===== src/rtl/div_issue_ctrl.sv =====
// EX-stage requester for the multi-cycle divider: issues DIV/DIVU, stalls EX, commits LO/HI.
// Optional macro DIV_ZERO_BYPASS_EN resolves zero-divisor divides locally without using the divider.
module div_issue_ctrl (
  input  logic        div_clk,
  input  logic        div_reset,
  input  logic        ex_valid,
  input  logic        ex_div,
  input  logic        ex_div_signed,
  input  logic [31:0] ex_rs,
  input  logic [31:0] ex_rt,
  input  logic        ex_mthi,
  input  logic        ex_mtlo,
  input  logic [31:0] ex_mt_data,
  input  logic        ex_flush,
  output logic        ex_stall,
  output logic [31:0] hi,
  output logic [31:0] lo,
  output logic        div_valid,
  output logic [31:0] div_dividend,
  output logic [31:0] div_divisor,
  output logic        div_signed,
  input  logic        div_ready,
  input  logic        div_complete,
  input  logic [31:0] div_quo,
  input  logic [31:0] div_rem
);

  typedef enum logic [2:0] {
    ST_IDLE  = 3'd0,
    ST_REQ   = 3'd1,
    ST_WAIT  = 3'd2,
    ST_DONE  = 3'd3,
    ST_DRAIN = 3'd4
  } state_e;

  state_e      state_r;
  state_e      state_nxt_s;
  logic        new_div_s;
  logic        mt_ok_s;
  logic        hs_s;
  logic        zero_byp_s;
  logic        issue_s;
  logic        byp_load_s;
  logic        cap_res_s;
  logic        commit_s;
  logic        clr_valid_s;
  logic        mt_hi_s;
  logic        mt_lo_s;
  logic [31:0] quo_r;
  logic [31:0] rem_r;

  assign new_div_s = ex_valid & ex_div & ~ex_flush;
  assign mt_ok_s   = ex_valid & ~ex_flush;
  assign hs_s      = div_valid & div_ready;

`ifdef DIV_ZERO_BYPASS_EN
  assign zero_byp_s = (ex_rt == 32'd0);
`else
  assign zero_byp_s = 1'b0;
`endif

  // Next-state, EX stall and datapath strobes
  always_comb begin
    state_nxt_s = state_r;
    ex_stall    = 1'b0;
    issue_s     = 1'b0;
    byp_load_s  = 1'b0;
    cap_res_s   = 1'b0;
    commit_s    = 1'b0;
    clr_valid_s = 1'b0;
    mt_hi_s     = 1'b0;
    mt_lo_s     = 1'b0;
    case (state_r)
      ST_IDLE: begin
        if (new_div_s) begin
          ex_stall = 1'b1;
          if (zero_byp_s) begin
            byp_load_s  = 1'b1;
            state_nxt_s = ST_DONE;
          end else begin
            issue_s     = 1'b1;
            state_nxt_s = ST_REQ;
          end
        end else begin
          mt_hi_s     = mt_ok_s & ex_mthi;
          mt_lo_s     = mt_ok_s & ex_mtlo;
          state_nxt_s = ST_IDLE;
        end
      end
      ST_REQ: begin
        ex_stall = ~ex_flush;
        if (hs_s) begin
          clr_valid_s = 1'b1;
          state_nxt_s = ex_flush ? ST_DRAIN : ST_WAIT;
        end else if (ex_flush) begin
          clr_valid_s = 1'b1;
          state_nxt_s = ST_IDLE;
        end else begin
          state_nxt_s = ST_REQ;
        end
      end
      ST_WAIT: begin
        ex_stall = ~ex_flush;
        // A flush wins over a coinciding completion; that result is dropped
        if (ex_flush) begin
          state_nxt_s = ST_DRAIN;
        end else if (div_complete) begin
          cap_res_s   = 1'b1;
          state_nxt_s = ST_DONE;
        end else begin
          state_nxt_s = ST_WAIT;
        end
      end
      ST_DONE: begin
        if (ex_flush) begin
          commit_s = 1'b0;
        end else begin
          commit_s = 1'b1;
        end
        state_nxt_s = ST_IDLE;
      end
      ST_DRAIN: begin
        ex_stall = ex_valid & (ex_div | ex_mthi | ex_mtlo);
        if (div_complete) begin
          state_nxt_s = ST_IDLE;
        end else begin
          state_nxt_s = ST_DRAIN;
        end
      end
      default: begin
        state_nxt_s = ST_IDLE;
        ex_stall    = 1'b0;
      end
    endcase
  end

  // State register
  always_ff @(posedge div_clk) begin
    if (div_reset) begin
      state_r <= ST_IDLE;
    end else begin
      state_r <= state_nxt_s;
    end
  end

  // Request, result and architectural HI/LO registers
  always_ff @(posedge div_clk) begin
    if (div_reset) begin
      div_valid    <= 1'b0;
      div_dividend <= 32'd0;
      div_divisor  <= 32'd0;
      div_signed   <= 1'b0;
      quo_r        <= 32'd0;
      rem_r        <= 32'd0;
      hi           <= 32'd0;
      lo           <= 32'd0;
    end else begin
      if (issue_s) begin
        div_valid    <= 1'b1;
        div_dividend <= ex_rs;
        div_divisor  <= ex_rt;
        div_signed   <= ex_div_signed;
      end else if (clr_valid_s) begin
        div_valid <= 1'b0;
      end
      if (cap_res_s) begin
        quo_r <= div_quo;
        rem_r <= div_rem;
      end else if (byp_load_s) begin
        quo_r <= 32'hFFFF_FFFF;
        rem_r <= ex_rs;
      end
      if (commit_s) begin
        lo <= quo_r;
        hi <= rem_r;
      end else begin
        if (mt_hi_s) begin
          hi <= ex_mt_data;
        end
        if (mt_lo_s) begin
          lo <= ex_mt_data;
        end
      end
    end
  end

endmodule


===== config.mk =====
export PLATFORM = sky130hd
export DESIGN_NAME = div_issue_ctrl
export DESIGN_NICKNAME = d
export VERILOG_FILES = /design/src/rtl/div_issue_ctrl.sv
export SDC_FILE = /design/constraint.sdc
export NUM_CORES = 1
export LEC_CHECK = 0
export ABC_AREA = 1
export CORE_MARGIN = 2
export CORE_UTILIZATION = 35
export DETAILED_ROUTE_END_ITERATION = 16
export GPL_TIMING_DRIVEN = 1
export PLACE_DENSITY = 0.76
export SLEW_MARGIN = 10
export SYNTH_ARGS = -nofsm -noshare
export SYNTH_HDL_FRONTEND = slang
export SYNTH_SLANG_ARGS = --single-unit
export TNS_END_PERCENT = 30

===== constraint.sdc =====
create_clock -name div_clk -period 2.5 [get_ports div_clk]
set_clock_uncertainty 0.05 [all_clocks]
set_input_delay 0.75 -clock div_clk [delete_from_list [all_inputs] [get_ports div_clk]]
set_output_delay 0.75 -clock div_clk [all_outputs]
set_load 0.02 [all_outputs]

Fig. 1: run 1, the metal 3 layer
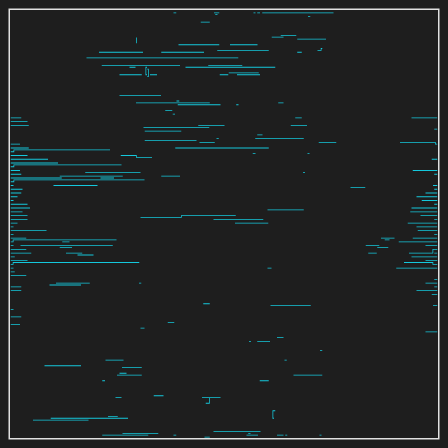
longest straight run = 54.7 um
wire length on this layer = 1550 um
nets with wire on the layer = 143
main direction = horizontal
share of all routed wire = 5.6%

Fig. 2: run 1, a small window of the routed layout
Scale bar: 10 um. Window x 26 to 51, y 26 to 51 um. Cells in gray, sequential cells in the stronger gray; small squares are vias.
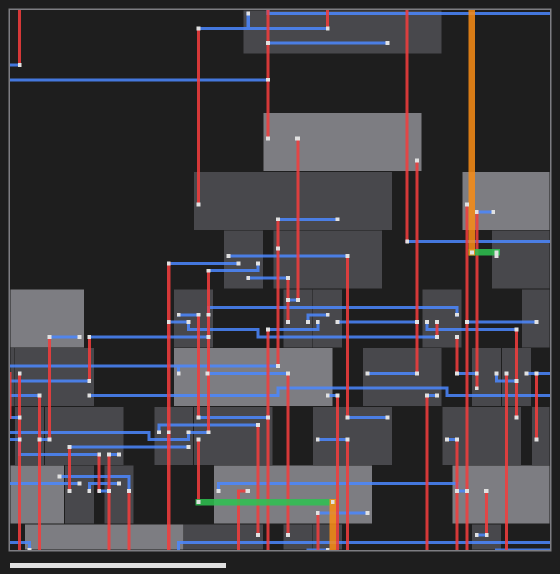
green -> met3
orange -> met4
red -> met2
blue -> met1
netlist names of flops here include = div_divisor (5)
sequential cells in the window = 5
most frequent = nor2_1 (7), clkdlybuf4s50_1 (6), dfxtp_1 (5)
cells with their middle in the window = 25

==> impl_metrics.xml, run 1 <==
<?xml version="1.0" encoding="UTF-8"?>
<metrics>
  <group name="die">
    <metric name="std_cell_rows" unit="">55</metric>
    <metric name="fp_util" unit="">0.3548</metric>
    <metric name="core-area" unit="um^2">22500</metric>
    <metric name="pin_count" unit="">301</metric>
    <metric name="die_area" unit="um^2">24040</metric>
    <metric name="dieHeight" unit="um">155.0</metric>
  </group>
  <group name="synthesis">
    <metric name="syn_avg_cell_area" unit="um^2">7.206</metric>
    <metric name="async_flop_share" unit="">0</metric>
    <metric name="yosysWarnings" unit="">0</metric>
    <metric name="ys_cells" unit="">1108</metric>
    <metric name="synth_cell_area" unit="um^2">7984</metric>
    <metric name="synth.area.top_cells" unit="">sky130_fd_sc_hd__dfxtp_1 (49%), sky130_fd_sc_hd__nor2_1 (9.4%), sky130_fd_sc_hd__nand3_1 (8.3%)</metric>
    <metric name="netlist_instances" unit="">1108</metric>
    <metric name="ys.flops" unit="">197</metric>
    <metric name="yosys.cell_types.count" unit="">21</metric>
    <metric name="synthesis.nets" unit="">1278</metric>
    <metric name="leading_register_cell_type_out_of_synthesis" unit="">sky130_fd_sc_hd__dfxtp_1</metric>
  </group>
  <group name="power_and_ir_drop">
    <metric name="total_leakage_power" unit="nW">4.688</metric>
    <metric name="cellPowerDensity" unit="nW/um^2">588.2</metric>
  </group>
  <group name="global_route">
    <metric name="grt_pass1_vias" unit="">7746</metric>
    <metric name="antenna_found_initial" unit="">0</metric>
    <metric name="grt_start_max_net_pins" unit="">69</metric>
  </group>
  <group name="worst_setup_path">
    <metric name="worstSetupEndpointType" unit="">primary output</metric>
    <metric name="buffer_and_inverter_count_on_the_worst_path" unit="">2</metric>
    <metric name="timing.critical_path.from_type" unit="">input pin</metric>
    <metric name="critPathArrivalTime" unit="ps">1600</metric>
    <metric name="crit_chain" unit="">clkdlybuf4s50_1 &gt; o211ai_1 &gt; nand3_1 &gt; buf_6</metric>
    <metric name="criticalPathCategory" unit="">in -&gt; out</metric>
    <metric name="critical-path-slowest-cell" unit="">sky130_fd_sc_hd__clkdlybuf4s50_1</metric>
    <metric name="timing.critical_path.max_delay_family" unit="">buffers and inverters</metric>
    <metric name="max_stage_delay" unit="ps">430</metric>
  </group>
  <group name="clock_network">
    <metric name="post_cts_hold_buffer_count" unit="">0</metric>
    <metric name="cts_htree_levels" unit="">4</metric>
    <metric name="clk_root_buffer_cell" unit="">sky130_fd_sc_hd__clkbuf_16</metric>
    <metric name="cts_sinks" unit="">197</metric>
    <metric name="clk_pin_slew_worst_paths" unit="ps">70</metric>
    <metric name="cts_max_path_buffers" unit="">2</metric>
    <metric name="clock_latency_at_the_later_pin_of_the_worst_skew_pair" unit="ps">430</metric>
    <metric name="tritoncts.num_buffers" unit="">17</metric>
  </group>
  <group name="final_timing">
    <metric name="post-route-period-util" unit="">0.9613</metric>
    <metric name="unrepaired_setup_endpoints_after_global_routing" unit="">false</metric>
    <metric name="setup_violations" unit="">0</metric>
    <metric name="max_freq" unit="MHz">416.1</metric>
    <metric name="totalNegativeSetupSlack" unit="ps">0</metric>
    <metric name="final-max-slew-violation-count" unit="">0</metric>
    <metric name="relSlewSlack" unit="">0.5113</metric>
    <metric name="timing.final.ws_setup" unit="ps">96.83</metric>
    <metric name="finalHoldViolations" unit="">0</metric>
    <metric name="finalCriticalPeriod" unit="ps">2403</metric>
  </group>
  <group name="job">
    <metric name="tool_warnings" unit="">26</metric>
  </group>
  <group name="layout">
    <metric name="final_layout_top_logic_cell" unit="">sky130_fd_sc_hd__clkdlybuf4s50_1</metric>
    <metric name="numnets_final" unit="">1560</metric>
    <metric name="layout-drive-gt1-share" unit="">0.06914</metric>
    <metric name="antenna_cells_inserted" unit="">0</metric>
    <metric name="area_growth_syn_to_layout" unit="%">50.48</metric>
    <metric name="filler_cell_count" unit="">2122</metric>
    <metric name="combGateArea" unit="um^2">3316</metric>
    <metric name="area.sequential" unit="um^2">3944</metric>
    <metric name="top_layout_cells" unit="">sky130_fd_sc_hd__clkdlybuf4s50_1 (294), sky130_fd_sc_hd__nor2_1 (199), sky130_fd_sc_hd__dfxtp_1 (197), sky130_fd_sc_hd__nand2_1 (174), sky130_fd_sc_hd__nand3_1 (133)</metric>
  </group>
  <group name="detailed_routing">
    <metric name="drt_iter0_markers" unit="">564</metric>
    <metric name="highest_layer" unit="">met4</metric>
    <metric name="detailedRoute.firstPassIterationCount" unit="">5</metric>
    <metric name="via_count_normalized_by_instance_count" unit="">4.861</metric>
    <metric name="vias" unit="">8205</metric>
    <metric name="dr_wl_met2" unit="mm">13.00</metric>
    <metric name="route.antenna.remaining_nets" unit="">0</metric>
  </group>
  <group name="placed_design">
    <metric name="place.detailed.hpwl" unit="mm">19.53</metric>
    <metric name="io_buffer_count" unit="">300</metric>
    <metric name="finalWeightedCongestion" unit="">0.9280</metric>
    <metric name="post-place-ws" unit="ps">-530.0</metric>
  </group>
  <group name="run_status">
    <metric name="run_status" unit="">complete, no violations</metric>
  </group>
  <group name="min_path">
    <metric name="timing.hold.worst.class" unit="">reg -&gt; reg</metric>
  </group>
</metrics>
Fig. 3: run 1, gate families picked out
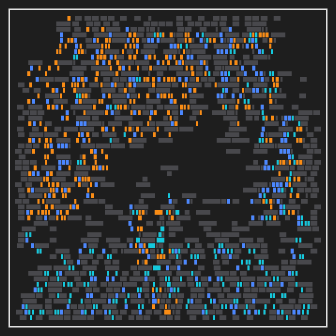
orange -> NAND gates  # cells 310
cyan -> NOR gates  # cells 207, where all over the die
blue -> inverting AOI/OAI gates  # cells 231, where all over the die

Fig. 4: run 1, routing congestion map
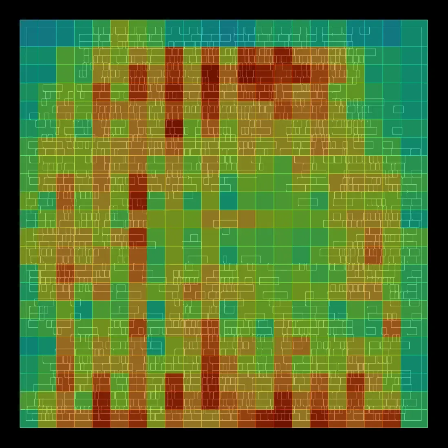
post-detailed-route wirelength per cell: 16.29 um
core occupancy in the finished layout: 0.5339
GRT busiest layer: met2
total routing resource utilization after global routing: 0.2245

run 1: cells by family after synthesis:
logic type / count (synthesis) / share of synthesized area
AND-OR/OR-AND: 231 / 0.1453
buffers and inverters: 163 / 0.09262
flip-flops: 197 / 0.4940
AND/OR/NAND/NOR: 517 / 0.2681
run 1: final timing paths:
| check | slack [ps] | startpoint | cells after the start | to |
|---|---|---|---|---|
| setup / recovery | 100 | ex_mtlo | 4 | ex_stall |
| hold / removal | 400 | rem_r[21]$_SDFFE_PP0P_ | 2 | rem_r[21]$_SDFFE_PP0P_ |
| setup reg to reg | 520 | state_r[1]$_SDFF_PP0_ | 7 | rem_r[24]$_SDFFE_PP0P_ |
| hold reg to reg | 400 | rem_r[21]$_SDFFE_PP0P_ | 2 | rem_r[21]$_SDFFE_PP0P_ |
run 1: worst reg2reg max path: cells and delay by family, from the launching register on:
kind                   cells  cell delay [ps]
buffers and inverters      2              600
AOI/OAI and AO/OA          2              290
DFF                        1              420
and+or+nand+nor            3              510
run 1: routing by layer:
layer,vias up,global-route usage
met5,-,0
met4,0,0.09127
met1,3755,0.2990
met2,271,0.3615
li1,4125,-
met3,54,0.03955
run 1: flip-flops by register name, indices dropped and copies added (netlist names):
register and cells:
rem_r 32, div_dividend 32, div_signed 1, state_r 3
div_divisor 32, hi 32, lo 32, div_valid 1
quo_r 32
run 1: synthesized netlist by cell type, types with 2 or more instances:
library cell / n
sky130_fd_sc_hd__nor3_1: 2
sky130_fd_sc_hd__buf_4: 10
sky130_fd_sc_hd__nand2_1: 174
sky130_fd_sc_hd__nand2_2: 2
sky130_fd_sc_hd__buf_6: 7
sky130_fd_sc_hd__clkbuf_1: 37
sky130_fd_sc_hd__buf_2: 29
sky130_fd_sc_hd__nor2_2: 2
sky130_fd_sc_hd__nor2_4: 2
sky130_fd_sc_hd__a21oi_1: 97
sky130_fd_sc_hd__o21ai_1: 35
sky130_fd_sc_hd__nor2_1: 201
sky130_fd_sc_hd__inv_2: 5
sky130_fd_sc_hd__dfxtp_1: 197
sky130_fd_sc_hd__o21ai_0: 97
sky130_fd_sc_hd__nand3_1: 133
sky130_fd_sc_hd__inv_1: 74
run 1: per-stage QoR:
stage                     instances  utilization  hold slack (ps)  power, W  area (um^2)
after floorplan                1108            -            379.8  0.003712         7984
after global placement         1652       0.5050            387.4  0.004250        11360
after detailed placement       1652       0.5050            393.4  0.004261        11360
after CTS                      1688       0.5337            404.1  0.007132        12010
after global routing           1688       0.5339            419.0  0.007350        12010
final                          1688       0.5339            404.1  0.007066        12010
run 1: area by class of cell:
class                      instances  area share
tap                              285     0.02968
inverter                          79     0.02479
timing repair buffer             347      0.2900
sequential                       197      0.3283
clock buffer                      19     0.03770
clock inverter                    13     0.01354
multi-input combinational        748      0.2760
run 1: timing repair:
action / 4_1_cts / 5_1_grt
pin swaps: 3 / 0
setup buffers: 4 / 0
endpoints found under the setup margin: 1 / 1
resized: 11 / 1
run 1: power by group:
part / internal [W] / switching, W
registers: 0.00322 / 0.0000439
clock network: 0.00157 / 0.00131
logic: 0.000486 / 0.000440
==> run 2: changes to the inputs <==
CORE_MARGIN = default   (was 2)
GPL_ROUTABILITY_DRIVEN = 0   (was default)
Fig. 5: run 2, I/O nets highlighted
Scale bar: 50 um.
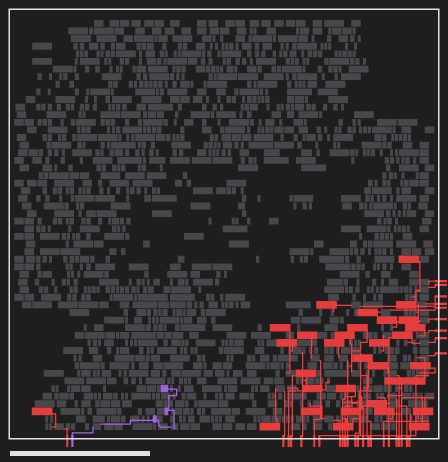
red -> div_dividend  # bits 32, direction output, end cells 32, buffers 32, wire 887 um
purple -> ex_valid  # bits 1, direction input, end cells 3, buffers 2, wire 66.0 um

==> impl_metrics.xml, run 2 <==
<?xml version="1.0" encoding="UTF-8"?>
<metrics>
  <group name="run_status">
    <metric name="run_status" unit="">complete, no violations</metric>
  </group>
  <group name="synthesis">
    <metric name="leading_register_cell_type_out_of_synthesis" unit="">sky130_fd_sc_hd__dfxtp_1</metric>
    <metric name="netlist_instances" unit="">1108</metric>
    <metric name="syn_avg_cell_area" unit="um^2">7.206</metric>
    <metric name="yosysWarnings" unit="">0</metric>
    <metric name="ys.flops" unit="">197</metric>
    <metric name="yosysMostFrequentCell" unit="">sky130_fd_sc_hd__nor2_1</metric>
    <metric name="yosys.cell_types.count" unit="">21</metric>
    <metric name="synth.area.top_cells" unit="">sky130_fd_sc_hd__dfxtp_1 (49%), sky130_fd_sc_hd__nor2_1 (9.4%), sky130_fd_sc_hd__nand3_1 (8.3%)</metric>
    <metric name="synth.cells.most_frequent" unit="">sky130_fd_sc_hd__nor2_1 (201), sky130_fd_sc_hd__dfxtp_1 (197), sky130_fd_sc_hd__nand2_1 (174)</metric>
    <metric name="synth_cell_area" unit="um^2">7984</metric>
    <metric name="ys_cells" unit="">1108</metric>
  </group>
  <group name="layout">
    <metric name="final_layout_top_logic_cell" unit="">sky130_fd_sc_hd__clkdlybuf4s50_1</metric>
    <metric name="area_growth_syn_to_layout" unit="%">49.62</metric>
    <metric name="area.sequential" unit="um^2">3944</metric>
    <metric name="filler_cell_count" unit="">2061</metric>
    <metric name="final_design_instance_area_without_fill" unit="um^2">11950</metric>
    <metric name="stdcell_count" unit="">1676</metric>
    <metric name="layout-drive-gt1-share" unit="">0.06317</metric>
    <metric name="final_core_util" unit="">0.5407</metric>
    <metric name="top_layout_cells" unit="">sky130_fd_sc_hd__clkdlybuf4s50_1 (293), sky130_fd_sc_hd__nor2_1 (199), sky130_fd_sc_hd__dfxtp_1 (197), sky130_fd_sc_hd__nand2_1 (174), sky130_fd_sc_hd__nand3_1 (133)</metric>
    <metric name="combGateArea" unit="um^2">3316</metric>
  </group>
  <group name="clock_network">
    <metric name="post_cts_hold_buffer_count" unit="">0</metric>
    <metric name="cts_max_path_buffers" unit="">2</metric>
    <metric name="clock_latency_at_the_later_pin_of_the_worst_skew_pair" unit="ps">430</metric>
    <metric name="cts_sinks" unit="">197</metric>
    <metric name="clk_pin_slew_worst_paths" unit="ps">70</metric>
    <metric name="clk_root_buffer_cell" unit="">sky130_fd_sc_hd__clkbuf_16</metric>
  </group>
  <group name="worst_setup_path">
    <metric name="timing.critical_path.max_delay_family" unit="">buffers and inverters</metric>
    <metric name="timing.critical_path.from_type" unit="">input pin</metric>
    <metric name="rr_startpoint" unit="">state_r[0]$_SDFF_PP0_</metric>
    <metric name="crit_chain" unit="">clkdlybuf4s15_1 &gt; inv_2 &gt; nand2_1 &gt; o211ai_1 &gt; nand3_1 &gt; buf_6</metric>
    <metric name="critPathArrivalTime" unit="ps">1620</metric>
    <metric name="crit_path_start" unit="">ex_div</metric>
    <metric name="max_stage_delay" unit="ps">240</metric>
    <metric name="buffer_and_inverter_count_on_the_worst_path" unit="">3</metric>
    <metric name="worstSetupEndpointType" unit="">primary output</metric>
  </group>
  <group name="placed_design">
    <metric name="io_buffer_count" unit="">300</metric>
    <metric name="place.detailed.hpwl" unit="mm">19.07</metric>
    <metric name="post-place-cells" unit="">1640</metric>
  </group>
  <group name="final_timing">
    <metric name="final-max-slew-violation-count" unit="">0</metric>
    <metric name="setup_violations" unit="">0</metric>
    <metric name="finalCriticalPeriod" unit="ps">2421</metric>
    <metric name="finalHoldViolations" unit="">0</metric>
    <metric name="whs" unit="ps">405.0</metric>
    <metric name="max_freq" unit="MHz">413.0</metric>
    <metric name="timing.final.ws_setup" unit="ps">78.64</metric>
  </group>
  <group name="global_route">
    <metric name="globalRoute.busiestLayer" unit="">met2</metric>
    <metric name="antenna_found_initial" unit="">3</metric>
    <metric name="grt_pass1_vias" unit="">7432</metric>
    <metric name="grt_util_all_layers" unit="">0.2262</metric>
    <metric name="grt_start_max_net_pins" unit="">69</metric>
    <metric name="met1_usage" unit="">0.3032</metric>
  </group>
  <group name="min_path">
    <metric name="timing.hold.worst.class" unit="">reg -&gt; reg</metric>
    <metric name="hold_path.startpoint" unit="">rem_r[26]$_SDFFE_PP0P_</metric>
  </group>
  <group name="die">
    <metric name="std_cell_rows" unit="">54</metric>
    <metric name="dieHeight" unit="um">153.0</metric>
    <metric name="core-area" unit="um^2">22090</metric>
    <metric name="die_area" unit="um^2">23420</metric>
  </group>
  <group name="detailed_routing">
    <metric name="drt_iter0_markers" unit="">627</metric>
    <metric name="wire_per_inst" unit="um">16.00</metric>
    <metric name="vias" unit="">8163</metric>
    <metric name="detailedRoute.firstPassIterationCount" unit="">5</metric>
    <metric name="route.antenna.remaining_nets" unit="">0</metric>
  </group>
  <group name="job">
    <metric name="tool_warnings" unit="">26</metric>
  </group>
  <group name="power_and_ir_drop">
    <metric name="cellPowerDensity" unit="nW/um^2">589.3</metric>
  </group>
</metrics>
-- run 2: final timing paths --
| kind | endpoint | slack (ps) | depth (start not counted) |
|---|---|---|---|
| min reg2reg | rem_r[26]$_SDFFE_PP0P_ | 400 | 2 |
| max reg2reg | div_divisor[10]$_SDFFE_PP0P_ | 510 | 9 |
| min | rem_r[26]$_SDFFE_PP0P_ | 400 | 2 |
| max | ex_stall | 80 | 6 |
-- run 2: worst min-delay path: cells and delay by family, from the launching register on --
kind,cells,cell delay (ps)
flip-flops,1,300
buffers and inverters,1,60
AND-OR/OR-AND,1,60
-- run 2: cells by family (layout without fill, tap and decap cells) --
group,after synthesis,count (layout),synth area share
other,0,3,0
AND-OR/OR-AND,231,231,0.1453
buffers and inverters,163,448,0.09262
flip-flops,197,197,0.4940
AND/OR/NAND/NOR,517,517,0.2681
-- run 2: layer usage --
| layer | part of all wire | up-vias |
|---|---|---|
| met5 | 0 | - |
| met4 | 0.028 | 0 |
| met3 | 0.056 | 44 |
| met2 | 0.47 | 299 |
| met1 | 0.45 | 3704 |
| li1 | - | 4116 |
-- run 2: report_power, final --
group          switching [W]  total [W]  leakage (nW)  internal [W]
logic               0.000441   0.000926          2.75      0.000485
clock network        0.00138    0.00285         0.297       0.00147
registers          0.0000433    0.00326          1.60       0.00322
total                0.00186    0.00704          4.64       0.00517
-- run 2: final cells by class --
type / instances / share of cell area
Antenna cell: 3 / 0.0006285
Clock inverter: 14 / 0.01487
Timing Repair Buffer: 337 / 0.2857
Clock buffer: 18 / 0.03677
Sequential cell: 197 / 0.3302
Multi-Input combinational cell: 748 / 0.2776
Tap cell: 280 / 0.02933
Inverter: 79 / 0.02493
-- run 2: repair_timing --
| action | CTS | global route |
|---|---|---|
| gates resized | 11 | 4 |
| setup buffers | 1 | 0 |
| endpoints found under the hold margin | 0 | 0 |
| pin swaps | 2 | 2 |
| setup endpoints to repair | 1 | 1 |
-- run 2: through the flow --
step	setup TNS, ps	total power, W
after floorplan	0	0.003712
after global placement	-8603	0.004252
after detailed placement	-9155	0.004262
after CTS	0	0.007095
after global routing	0	0.007294
final	0	0.007039
==> run 3: changes to the inputs <==
GPL_TIMING_DRIVEN = default   (was 1)
Fig. 6: run 3, routing congestion map
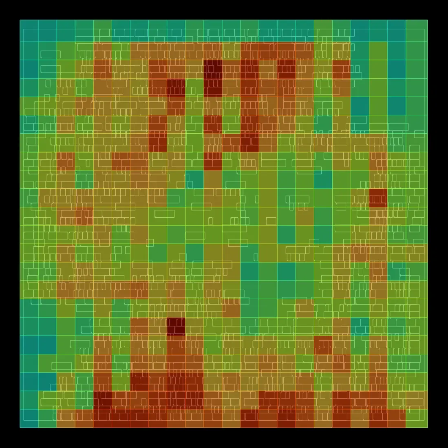
core occupancy in the finished layout: 0.5407
met3 global-route usage: 0.03629
total routing resource utilization after global routing: 0.2262

==> impl_metrics.xml, run 3 <==
<?xml version="1.0" encoding="UTF-8"?>
<metrics>
  <group name="global_route">
    <metric name="grt_pass1_vias" unit="">7432</metric>
  </group>
  <group name="final_timing">
    <metric name="whs" unit="ps">405.0</metric>
    <metric name="finalCriticalPeriod" unit="ps">2421</metric>
    <metric name="timing.final.ws_setup" unit="ps">78.64</metric>
    <metric name="totalNegativeSetupSlack" unit="ps">0</metric>
  </group>
  <group name="layout">
    <metric name="layout-drive-gt1-share" unit="">0.06317</metric>
    <metric name="filler_cell_count" unit="">2061</metric>
    <metric name="final_layout_top_logic_cell" unit="">sky130_fd_sc_hd__clkdlybuf4s50_1</metric>
  </group>
  <group name="detailed_routing">
    <metric name="vias" unit="">8163</metric>
    <metric name="drt_iter0_markers" unit="">627</metric>
  </group>
  <group name="clock_network">
    <metric name="post_cts_hold_buffer_count" unit="">0</metric>
    <metric name="clock_latency_at_the_later_pin_of_the_worst_skew_pair" unit="ps">430</metric>
    <metric name="cts_max_path_buffers" unit="">2</metric>
    <metric name="clk_pin_slew_worst_paths" unit="ps">70</metric>
  </group>
  <group name="placed_design">
    <metric name="post-place-ws" unit="ps">-565.0</metric>
    <metric name="place.detailed.hpwl" unit="mm">19.07</metric>
  </group>
  <group name="synthesis">
    <metric name="ys.flops" unit="">197</metric>
    <metric name="netlist_instances" unit="">1108</metric>
    <metric name="synth.cells.most_frequent" unit="">sky130_fd_sc_hd__nor2_1 (201), sky130_fd_sc_hd__dfxtp_1 (197), sky130_fd_sc_hd__nand2_1 (174)</metric>
    <metric name="synth.area.top_cells" unit="">sky130_fd_sc_hd__dfxtp_1 (49%), sky130_fd_sc_hd__nor2_1 (9.4%), sky130_fd_sc_hd__nand3_1 (8.3%)</metric>
    <metric name="yosys.cell_types.count" unit="">21</metric>
    <metric name="async_flop_share" unit="">0</metric>
  </group>
  <group name="job">
    <metric name="tool_warnings" unit="">26</metric>
  </group>
  <group name="die">
    <metric name="core-area" unit="um^2">22090</metric>
    <metric name="std_cell_rows" unit="">54</metric>
  </group>
  <group name="power_and_ir_drop">
    <metric name="cell_internal_pwr" unit="W">0.005174</metric>
    <metric name="clock_power_share" unit="">0.405</metric>
    <metric name="p_seq_frac" unit="">0.464</metric>
    <metric name="total_leakage_power" unit="nW">4.642</metric>
  </group>
  <group name="worst_setup_path">
    <metric name="worstSetupEndpointType" unit="">primary output</metric>
    <metric name="rr_startpoint" unit="">state_r[0]$_SDFF_PP0_</metric>
  </group>
  <group name="min_path">
    <metric name="timing.hold.worst.class" unit="">reg -&gt; reg</metric>
    <metric name="hold-path-cell-count" unit="">2</metric>
    <metric name="timing.hold.worst_endpoint" unit="">rem_r[26]$_SDFFE_PP0P_</metric>
  </group>
  <group name="run_status">
    <metric name="run_status" unit="">complete, no violations</metric>
  </group>
</metrics>
## run 3: cell counts after synthesis
Identical to the previous run, type by type.
## run 3: power groups by stage
stage               sequential (W)  combinational (W)  clock, W
floorplan                  0.00344           0.000274         0
global placement           0.00333           0.000917         0
detailed placement         0.00334           0.000924         0
CTS                        0.00326           0.000928   0.00290
global route               0.00327           0.000999   0.00302
finish                     0.00326           0.000926   0.00285
## run 3: final cells by class
class | count | share of cell area
Tap cell | 280 | 0.02933
Multi-Input combinational cell | 748 | 0.2776
Clock inverter | 14 | 0.01487
Antenna cell | 3 | 0.0006285
Inverter | 79 | 0.02493
Sequential cell | 197 | 0.3302
Clock buffer | 18 | 0.03677
Timing Repair Buffer | 337 | 0.2857
## run 3: worst max path at each step
stage / startpoint / endpoint / slack (ps) / cells after the start
floorplan: ex_flush / ex_stall / 120 / 5
global placement: ex_valid / ex_stall / -550 / 6
detailed placement: ex_valid / ex_stall / -560 / 6
CTS: ex_mtlo / ex_stall / 40 / 4
global route: state_r[2]$_SDFF_PP0_ / ex_stall / 6 / 6
finish: ex_div / ex_stall / 80 / 6
## run 3: repair_timing
action                                  4_1_cts  5_1_grt
buffers inserted                              1        0
pin swaps                                     2        2
gates resized                                11        4
endpoints found under the setup margin        1        1
## run 3: logic make-up (layout without fill, tap and decap cells)
logic type,after synthesis,count (layout),share of synthesized area
AND-OR/OR-AND,231,231,0.1453
flip-flops,197,197,0.4940
buffers and inverters,163,448,0.09262
AND/OR/NAND/NOR,517,517,0.2681
other,0,3,0
## run 3: through the flow
stage / std cells / instance area, um^2 / power [W]
6_report: 1676 / 11950 / 0.007039
5_1_grt: 1676 / 11950 / 0.007294
4_1_cts: 1673 / 11930 / 0.007095
3_5_place_dp: 1640 / 11310 / 0.004262
3_3_place_gp: 1640 / 11310 / 0.004252
2_1_floorplan: 1108 / 7984 / 0.003712
## run 3: per-layer routing
metal / vias up / share of wire / track usage
li1: 4116 / - / -
met1: 3704 / 0.45 / 0.3032
met2: 299 / 0.47 / 0.3564
met3: 44 / 0.056 / 0.03629
met4: 0 / 0.028 / 0.1039
met5: - / 0 / 0
## run 3: worst max-delay path, stage by stage
cell                              delay, ps
sky130_fd_sc_hd__clkdlybuf4s15_1        240
sky130_fd_sc_hd__inv_2                   90
sky130_fd_sc_hd__nand2_1                 70
sky130_fd_sc_hd__o211ai_1               200
sky130_fd_sc_hd__nand3_1                120
sky130_fd_sc_hd__buf_6                  150
No activity file was given, so power comes from the tool's default toggle rates.
